`config.mk`:
```
export PLATFORM = sky130hd
export DESIGN_NAME = plab5_mcore_debug_dma
export DESIGN_NICKNAME = d
export VERILOG_FILES = /design/src/rtl/plab5_mcore_debug_dma.sv
export SDC_FILE = /design/constraint.sdc
export NUM_CORES = 1
export LEC_CHECK = 0
export CAP_MARGIN = 25
export CORE_ASPECT_RATIO = 0.5
export CORE_MARGIN = 4
export CORE_UTILIZATION = 25
export DETAILED_ROUTE_END_ITERATION = 16
export PLACE_DENSITY = 0.54
export SLEW_MARGIN = 20
export SYNTH_ARGS = -nofsm -noshare
export SYNTH_HDL_FRONTEND = slang
export SYNTH_SLANG_ARGS = --single-unit
export TNS_END_PERCENT = 5
```
`constraint.sdc`:
```
create_clock -name clk -period 4.8 [get_ports clk]
set_input_delay 0.96 -clock clk [delete_from_list [all_inputs] [get_ports clk]]
set_output_delay 0.96 -clock clk [all_outputs]
set_load 0.01 [all_outputs]
```
`src/rtl/plab5_mcore_debug_dma.sv`:
```
// Burst READ/COPY debug access engine between the debug port and the memory-side debug channel.
// Optional address fence for low-domain commands: define PLAB5_DEBUG_DMA_SECURE_FENCE_EN.
module plab5_mcore_debug_dma #(
   parameter int unsigned p_addr_nbits = 32,
   parameter int unsigned p_data_nbits = 32,
   parameter int unsigned p_len_nbits = 8,
   parameter logic [p_addr_nbits-1:0] p_secure_base = 32'h8000_0000
) (
   input  logic                    clk,
   input  logic                    reset,
   input  logic                    dbg_req_val,
   output logic                    dbg_req_rdy,
   input  logic                    dbg_req_type,
   input  logic [p_addr_nbits-1:0] dbg_req_src_addr,
   input  logic [p_addr_nbits-1:0] dbg_req_dest_addr,
   input  logic [p_len_nbits-1:0]  dbg_req_len,
   input  logic                    dbg_req_domain,
   output logic                    mem_req_val,
   input  logic                    mem_req_rdy,
   output logic                    mem_req_type,
   output logic [p_addr_nbits-1:0] mem_req_addr,
   output logic [p_data_nbits-1:0] mem_req_data,
   output logic                    mem_req_domain,
   input  logic                    mem_resp_val,
   output logic                    mem_resp_rdy,
   input  logic [p_data_nbits-1:0] mem_resp_data,
   input  logic                    mem_resp_domain,
   output logic                    dbg_resp_val,
   input  logic                    dbg_resp_rdy,
   output logic [p_data_nbits-1:0] dbg_resp_data,
   output logic [1:0]              dbg_resp_status,
   output logic                    domain,
   output logic                    busy
);

   localparam int unsigned S = p_data_nbits / 8;
   localparam logic [p_addr_nbits-1:0] STRIDE = p_addr_nbits'(S);
   localparam logic [p_len_nbits-1:0] LEN_ONE = p_len_nbits'(1);

   localparam logic [1:0] ST_DATA   = 2'd0;
   localparam logic [1:0] ST_DONE   = 2'd1;
   localparam logic [1:0] ST_ERR    = 2'd2;
   localparam logic [1:0] ST_DENIED = 2'd3;

   typedef enum logic [2:0] {
      IDLE      = 3'd0,
      RD_REQ    = 3'd1,
      RD_WAIT   = 3'd2,
      WR_REQ    = 3'd3,
      WR_WAIT   = 3'd4,
      DATA_RESP = 3'd5,
      STAT_RESP = 3'd6
   } state_t;

   state_t                  state_r, state_n;
   logic                    type_r, type_n;
   logic [p_addr_nbits-1:0] src_r, src_n;
   logic [p_addr_nbits-1:0] dest_r, dest_n;
   logic [p_len_nbits-1:0]  len_r, len_n;
   logic                    dom_r, dom_n;
   logic [p_len_nbits-1:0]  cnt_r, cnt_n;
   logic [p_data_nbits-1:0] word_r, word_n;
   logic [1:0]              stat_r, stat_n;

   logic [p_len_nbits-1:0]  cnt_inc;
   logic [p_addr_nbits-1:0] offset;
   logic                    fence_deny;

   assign cnt_inc = cnt_r + LEN_ONE;
   assign offset  = p_addr_nbits'(cnt_r) * STRIDE;

`ifdef PLAB5_DEBUG_DMA_SECURE_FENCE_EN
   localparam logic [p_addr_nbits:0] SPAN_ONE = (p_addr_nbits+1)'(1);
   localparam logic [p_addr_nbits:0] STRIDE_X = (p_addr_nbits+1)'(S);

   // Last word address computed one bit wider so a range running past the top is caught.
   function automatic logic range_hits_fence(input logic [p_addr_nbits-1:0] base,
                                             input logic [p_len_nbits-1:0]  len);
      logic [p_addr_nbits:0] last;
      last = {1'b0, base} + ((p_addr_nbits+1)'(len) - SPAN_ONE) * STRIDE_X;
      return last[p_addr_nbits] || (last[p_addr_nbits-1:0] >= p_secure_base);
   endfunction

   assign fence_deny = !dbg_req_domain &&
                       (range_hits_fence(dbg_req_src_addr, dbg_req_len) ||
                        (dbg_req_type && range_hits_fence(dbg_req_dest_addr, dbg_req_len)));
`else
   logic unused_fence_base;
   assign unused_fence_base = ^p_secure_base;
   assign fence_deny = 1'b0;
`endif

   always_comb begin
      state_n = state_r;
      type_n  = type_r;
      src_n   = src_r;
      dest_n  = dest_r;
      len_n   = len_r;
      dom_n   = dom_r;
      cnt_n   = cnt_r;
      word_n  = word_r;
      stat_n  = stat_r;
      case (state_r)
         IDLE: begin
            if (dbg_req_val) begin
               type_n = dbg_req_type;
               src_n  = dbg_req_src_addr;
               dest_n = dbg_req_dest_addr;
               len_n  = dbg_req_len;
               dom_n  = dbg_req_domain;
               cnt_n  = '0;
               if (dbg_req_len == '0) begin
                  state_n = STAT_RESP;
                  stat_n  = ST_DONE;
               end else if (fence_deny) begin
                  state_n = STAT_RESP;
                  stat_n  = ST_DENIED;
               end else begin
                  state_n = RD_REQ;
               end
            end
         end
         RD_REQ: begin
            if (mem_req_rdy) state_n = RD_WAIT;
         end
         RD_WAIT: begin
            if (mem_resp_val) begin
               if (mem_resp_domain != dom_r) begin
                  state_n = STAT_RESP;
                  stat_n  = ST_ERR;
               end else begin
                  word_n  = mem_resp_data;
                  state_n = type_r ? WR_REQ : DATA_RESP;
               end
            end
         end
         WR_REQ: begin
            if (mem_req_rdy) state_n = WR_WAIT;
         end
         WR_WAIT: begin
            if (mem_resp_val) begin
               if (mem_resp_domain != dom_r) begin
                  state_n = STAT_RESP;
                  stat_n  = ST_ERR;
               end else begin
                  cnt_n = cnt_inc;
                  if (cnt_inc == len_r) begin
                     state_n = STAT_RESP;
                     stat_n  = ST_DONE;
                  end else begin
                     state_n = RD_REQ;
                  end
               end
            end
         end
         DATA_RESP: begin
            if (dbg_resp_rdy) begin
               cnt_n = cnt_inc;
               if (cnt_inc == len_r) begin
                  state_n = STAT_RESP;
                  stat_n  = ST_DONE;
               end else begin
                  state_n = RD_REQ;
               end
            end
         end
         STAT_RESP: begin
            if (dbg_resp_rdy) state_n = IDLE;
         end
         default: state_n = IDLE;
      endcase
   end

   always_ff @(posedge clk or negedge reset) begin
      if (!reset) begin
         state_r <= IDLE;
         type_r  <= 1'b0;
         src_r   <= '0;
         dest_r  <= '0;
         len_r   <= '0;
         dom_r   <= 1'b0;
         cnt_r   <= '0;
         word_r  <= '0;
         stat_r  <= ST_DATA;
      end else begin
         state_r <= state_n;
         type_r  <= type_n;
         src_r   <= src_n;
         dest_r  <= dest_n;
         len_r   <= len_n;
         dom_r   <= dom_n;
         cnt_r   <= cnt_n;
         word_r  <= word_n;
         stat_r  <= stat_n;
      end
   end

   // Every output is a decode of registered state, so no rdy input reaches a val output.
   assign dbg_req_rdy     = (state_r == IDLE);
   assign mem_req_val     = (state_r == RD_REQ) || (state_r == WR_REQ);
   assign mem_req_type    = (state_r == WR_REQ);
   assign mem_req_addr    = ((state_r == WR_REQ) ? dest_r : src_r) + offset;
   assign mem_req_data    = word_r;
   assign mem_req_domain  = dom_r;
   assign mem_resp_rdy    = (state_r == IDLE) || (state_r == RD_WAIT) || (state_r == WR_WAIT);
   assign dbg_resp_val    = (state_r == DATA_RESP) || (state_r == STAT_RESP);
   assign dbg_resp_data   = (state_r == STAT_RESP) ? p_data_nbits'(cnt_r) : word_r;
   assign dbg_resp_status = (state_r == STAT_RESP) ? stat_r : ST_DATA;
   assign domain          = dom_r;
   assign busy            = (state_r != IDLE);

endmodule

```
**Run 1: logic cells by family**

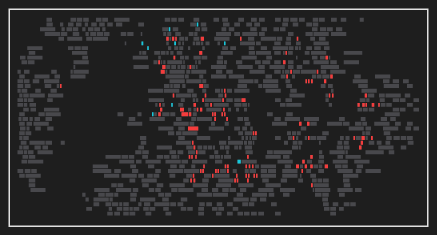
legend:
  inverters:
    color: cyan
    cells: 9
    most_used: inv_1
    where: top middle
  NAND gates:
    color: red
    cells: 107
    most_used: nand2_1
share of the final layout cell area in multi-input gates: 35.9%
number of standard cells in the layout, taps in and fillers out: 1206
top logic cell by instance count in the layout: clkdlybuf4s50_1

**Run 1: floorplan with the power grid**

Pins as bars on the die edge.
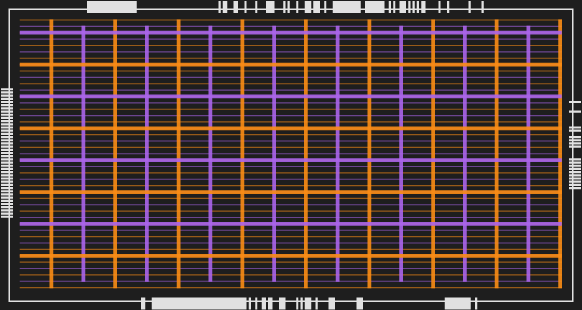
legend:
  VSS:
    color: orange
  VDD:
    color: purple
met1 rails: 43
met5 straps: 8
rows: 42
met4 straps: 17
signal pins: 219
core outline area: 26400 um2
die outline width: 240 um

**Run 1: the clock network**

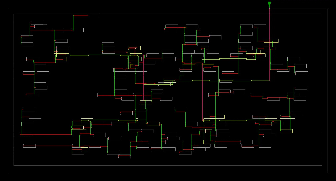
power of the clock network: 1.47 mW
Sinks on Clock Net: 119
Clock Buffer Count: 22
number of sequential storage elements: 119
clock latency on the worst-skew pair: 0.43 ns

==> run 1: how the worst max path moves through the flow <==
stage,startpoint,to,slack (ns)
floorplan,state_r[2],mem_req_addr[22],0.26
global placement,state_r[0],mem_req_addr[18],0.20
detailed placement,state_r[0],mem_req_addr[28],0.06
CTS,state_r[2],mem_req_addr[23],0.03
global route,state_r[2],mem_req_addr[22],-0.17
finish,state_r[2],mem_req_addr[29],0.11
==> run 1: through the flow <==
stage               TNS, ns  cell area (um2)  worst slack [ns]  power [mW]  utilization (%)
finish                    0            10100             0.106        6.54             38.1
global route         -0.809            10100            -0.174        7.01             38.1
CTS                       0             9990            0.0264        6.62             37.8
detailed placement        0             9290            0.0643        5.08             35.1
global placement          0             9290             0.199        5.05             35.1
floorplan                 0             6720             0.262        3.50                -
==> run 1: kinds of logic (layout without fill, tap and decap cells) <==
kind of cell / count (synthesis) / in the layout / synth area share (%)
AND/OR/NAND/NOR: 192 / 192 / 14.7
XOR/XNOR: 46 / 46 / 6.11
multiplexers: 138 / 138 / 22.7
AND-OR/OR-AND: 73 / 73 / 7.47
buffers and inverters: 43 / 276 / 2.79
adder cells (fa/ha/maj): 10 / 10 / 1.97
flip-flops: 119 / 119 / 44.3
==> run 1: sequential cells by signal (all words and copies together), names as in the netlist <==
register / cells
dest_r: 32
mem_req_data: 32
src_r: 32
cnt_r: 8
len_r: 8
state_r: 3
stat_r: 2
domain: 1
type_r: 1
==> run 1: layout make-up <==
type	instances	area (um2)
flip-flops and latches	119	2980
clock inverters	9	195
multi-input cells	459	3610
repair buffers	236	2330
inverters	9	36.3
clock buffers	22	474
well taps	352	440
fillers	2598	16400
==> run notes, run 1 <==
Main metrics from the flow reports.

The run finished with clean final reports. In this run the cell area of the synthesized design comes to 6720 um2. In this run the remaining antenna-violating nets after routing total 0.

Ranked by power, first place goes to combinational logic. Of the post-synthesis cell area, the dominant cell type holds approximately 44%. The critical register-to-register path startpoint is cnt_r[2]. The highest signal layer in the routed design is met5. The dominant register cell is dfrtp_1. The sequential cell area fraction in the yosys report is roughly 44%. The buffer depth of the longest clock path came out at 2. Across every metal layer, demand over resource in global routing totals between 10% and 20%. The number of hold-repair buffers added at the cts stage is 0. The leakage power is slightly above 4 nW. The synthesis-stage register bit count is ~120.

Yosys instantiated no cell more often than dfrtp_1. The routed metal-1 wirelength came out at about 8.8 mm. The worst setup path is launched from a flip-flop. For this run, design rule violations remaining after detail routing come to 0.

The reg-to-reg endpoint is state_r[2]. The final-report hold violation count is 0. The fraction of registers with async set/reset is 100%.

On the critical path, the stage with the largest delay is an instance of clkdlybuf4s50_1. In this run, the clock network consumes between 20 and 25% of the power. The clock tree from TritonCTS is yes. The slew at the pin closest to its max-slew limit came out at about 0.82 ns. The switching portion of total power came out at 34.8%.

The placement summary gives the final routability congestion estimate as between 0.8 and 0.9. Walking the worst path, the cells encountered are nand3b_1 > buf_4 > nand2_1 > nand2_1 > ha_1 > o211ai_1 > o21ai_2 > o211ai_1 > buf_4 > nor4_1 > xnor2_1 > mux2i_1 > clkdlybuf4s50_1. The post-synth area from yosys stat came out at 6720 um2.
**Run 1: register map, names as in the netlist**

Other sequential cells in the stronger gray, the rest of the logic in the fainter gray.
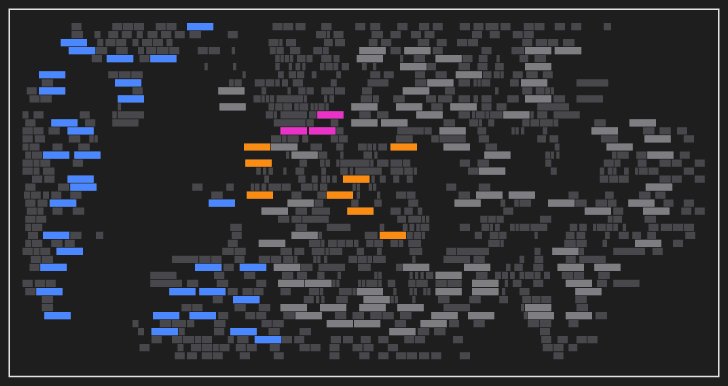

--- run 2 (diff from run 1) ---
--- a/config.mk
+++ b/config.mk
@@ -7,7 +7,6 @@
 export LEC_CHECK = 0
 export CAP_MARGIN = 25
 export CORE_ASPECT_RATIO = 0.5
-export CORE_MARGIN = 4
 export CORE_UTILIZATION = 25
 export DETAILED_ROUTE_END_ITERATION = 16
 export PLACE_DENSITY = 0.54
**Run 2: register map, names as in the netlist**

Other sequential cells in the stronger gray, the rest of the logic in the fainter gray.
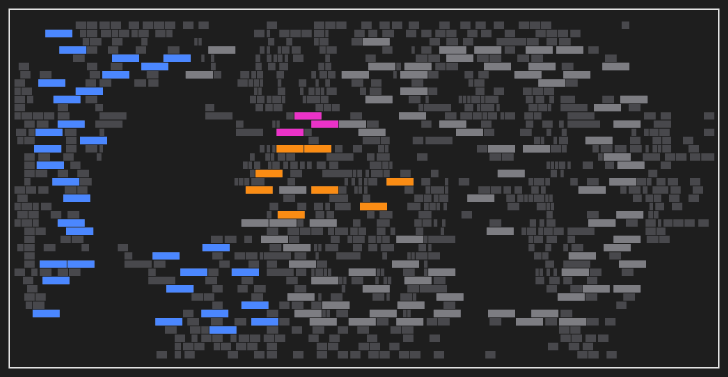
legend:
  state_r:
    color: magenta
    placed_flops: 3
  mem_req_data:
    color: blue
    placed_flops: 32
    where: a vertical strip on the left
  cnt_r:
    color: orange
    placed_flops: 8
    where: middle

==> run notes, run 2 <==
Main metrics from the flow reports.

Outcome: finished with violations (was finished, final reports clean). The checks that failed: design-rule violations. The clock tree buffer count of the final layout is 20 (was 22). The final estimated routing congestion in global placement came out at 0.797 (was 0.807). The number of sinks on the clock net came out at 119 (unchanged). The standard cell with the maximum stage delay on the critical path is clkdlybuf4s50_1 (unchanged). Crit path cell chain: nand3b_1 > buf_4 > buf_6 > nand2_1 > nand2_1 > ha_1 > a211oi_1 > o21ai_2 > buf_4 > o211ai_1 > nor2_1 > xnor2_1 > mux2i_1 > clkdlybuf4s50_1 (was nand3b_1 > buf_4 > nand2_1 > nand2_1 > ha_1 > o211ai_1 > o21ai_2 > o211ai_1 > buf_4 > nor4_1 > xnor2_1 > mux2i_1 > clkdlybuf4s50_1). The fill cell instance count of the final layout came to 2536 (was 2598).

The number of remaining DRC errors came out at 3 (was 0). The total power consumption of the routed design is 6.29 mW (was 6.54 mW). The sequential cell area is 2980 um2 (unchanged). The cell group occupying the most layout area is multi-input combinational cells (unchanged). The slew at the pin closest to its max-slew limit came out at 0.895 ns (was 0.818 ns). The adder and majority cell fraction of the synthesized area was 1.97% (unchanged). The mux cell area share after synthesis came to 22.7% (unchanged).

The simple-gate area share of the yosys netlist came out at 14.7% (unchanged). The utilization after layout is 38.7% (was 38.1%). The insertion delay to the later sink of the worst-skew pair came out at 0.43 ns (about the same). The aggregate global-route resource usage is 15.1% (was 13.9%). The fraction of area in registers came out at 29.8% (was 29.6%). The fraction of standard cell area in multi-input logic is 36.2% (was 35.9%). The top logic cell by instance count in the layout is clkdlybuf4s50_1 (unchanged). The sequential cell area fraction in the yosys report came out at 44.3% (unchanged).

The leakage power came out at 4.06 nW (was 4.13 nW). The layout sequential cell count is 119 (unchanged). The dominant register cell was dfrtp_1 (unchanged).

The fraction of registers with async set/reset came out at 100% (unchanged). The die span in x came out at 234 um (was 240 um). The clock tree from TritonCTS is yes (unchanged). The final cell count without fillers came out at 1203 (was 1206).

The multi-input combinational cell count came out at 459 (unchanged). The final-report hold violation count is 0 (unchanged). The area share of the leading cell type in the synthesized netlist is 44.3% (unchanged). The netlist area before placement came out at 6720 um2 (unchanged).

The cell with the most instances after synthesis is dfrtp_1 (unchanged). The count of inverters other than clock inverters in the layout came out at 9 (unchanged). The number of hold-repair buffers added at the cts stage came out at 0 (unchanged). The non-clock buffer contribution to total cell area is 23.8% (was 23.2%). The combinational gate area came out at 3610 um2 (about the same). The number of tapcells came out at 344 (was 352). The synthesis-stage register bit count came out at 119 (unchanged). The core box area was 25800 um2 (was 26400 um2).
**Run 2: M1 wires**

Supply wires on this layer in gray.
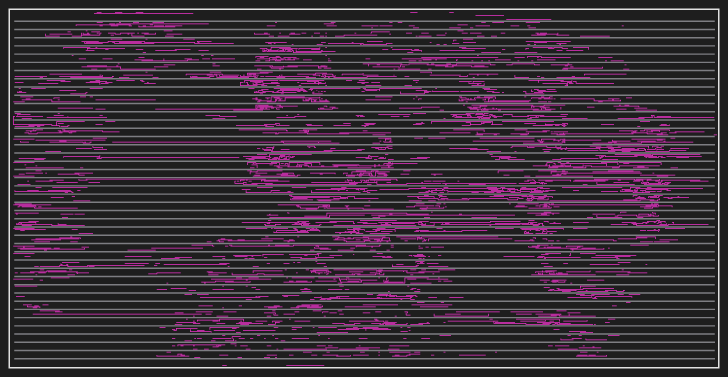
longest straight run: 59.3 um
share of all routed wire: 44%
main direction: horizontal
wire length on this layer: 8900 um
nets with wire on the layer: 889
vias after detailed routing: 5519
sum of routed wire length over all layers: 20.1 mm
GR Layer Usage met1: 18.7%

## run 2: cell counts after synthesis
No cell type changed its count.
## run 2: metrics by stage
| stage | hold slack (ns) | worst slack, ns | setup TNS (ns) | cell area [um2] |
|---|---|---|---|---|
| 2_1_floorplan | 0.457 | 0.262 | 0 | 6720 |
| 3_3_place_gp | 0.471 | 0.422 | 0 | 9300 |
| 3_5_place_dp | 0.475 | 0.242 | 0 | 9300 |
| 4_1_cts | 0.491 | 0.101 | 0 | 9920 |
| 5_1_grt | 0.500 | -0.0471 | -0.119 | 9980 |
| 6_report | 0.488 | 0.144 | 0 | 9980 |
## run 2: power groups by stage
stage	Combinational, mW	Sequential [mW]	Clock [mW]
6_report	3.17	1.90	1.21
5_1_grt	3.45	1.98	1.29
4_1_cts	3.21	1.91	1.24
3_5_place_dp	3.15	1.92	0
3_3_place_gp	3.13	1.91	0
2_1_floorplan	1.64	1.85	0
## run 2: layer usage
metal	GRT usage, %	share of wire (%)
met1	18.7	44
met2	25.8	51
met3	4.26	4.1
met4	3.49	0.86
met5	0	0
## run 2: final timing paths
path                            start  cells after the start               end
max reg2reg                  cnt_r[2]                      6        state_r[1]
min in group asynchronous       reset                      1         src_r[20]
min                         dest_r[0]                      1         dest_r[0]
max                        state_r[2]                     14  mem_req_addr[13]
max in group asynchronous       reset                      2         dest_r[4]
min reg2reg                 dest_r[0]                      1         dest_r[0]
## run 2: timing repair
action	CTS	global route
setup endpoints to repair	12	11
setup buffers	5	0
pin swaps	1	3
endpoints found under the hold margin	0	0
resized	8	7
## run 2: worst register-to-register path: stages (launching register included)
cell and delay (ns):
dfrtp_1 0.57, nand3_4 0.17, or2_1 0.33, or4_4 0.55, a2111oi_4 0.50, a21oi_1 0.15
o31ai_2 0.19
No activity file was given, so power comes from the tool's default toggle rates.
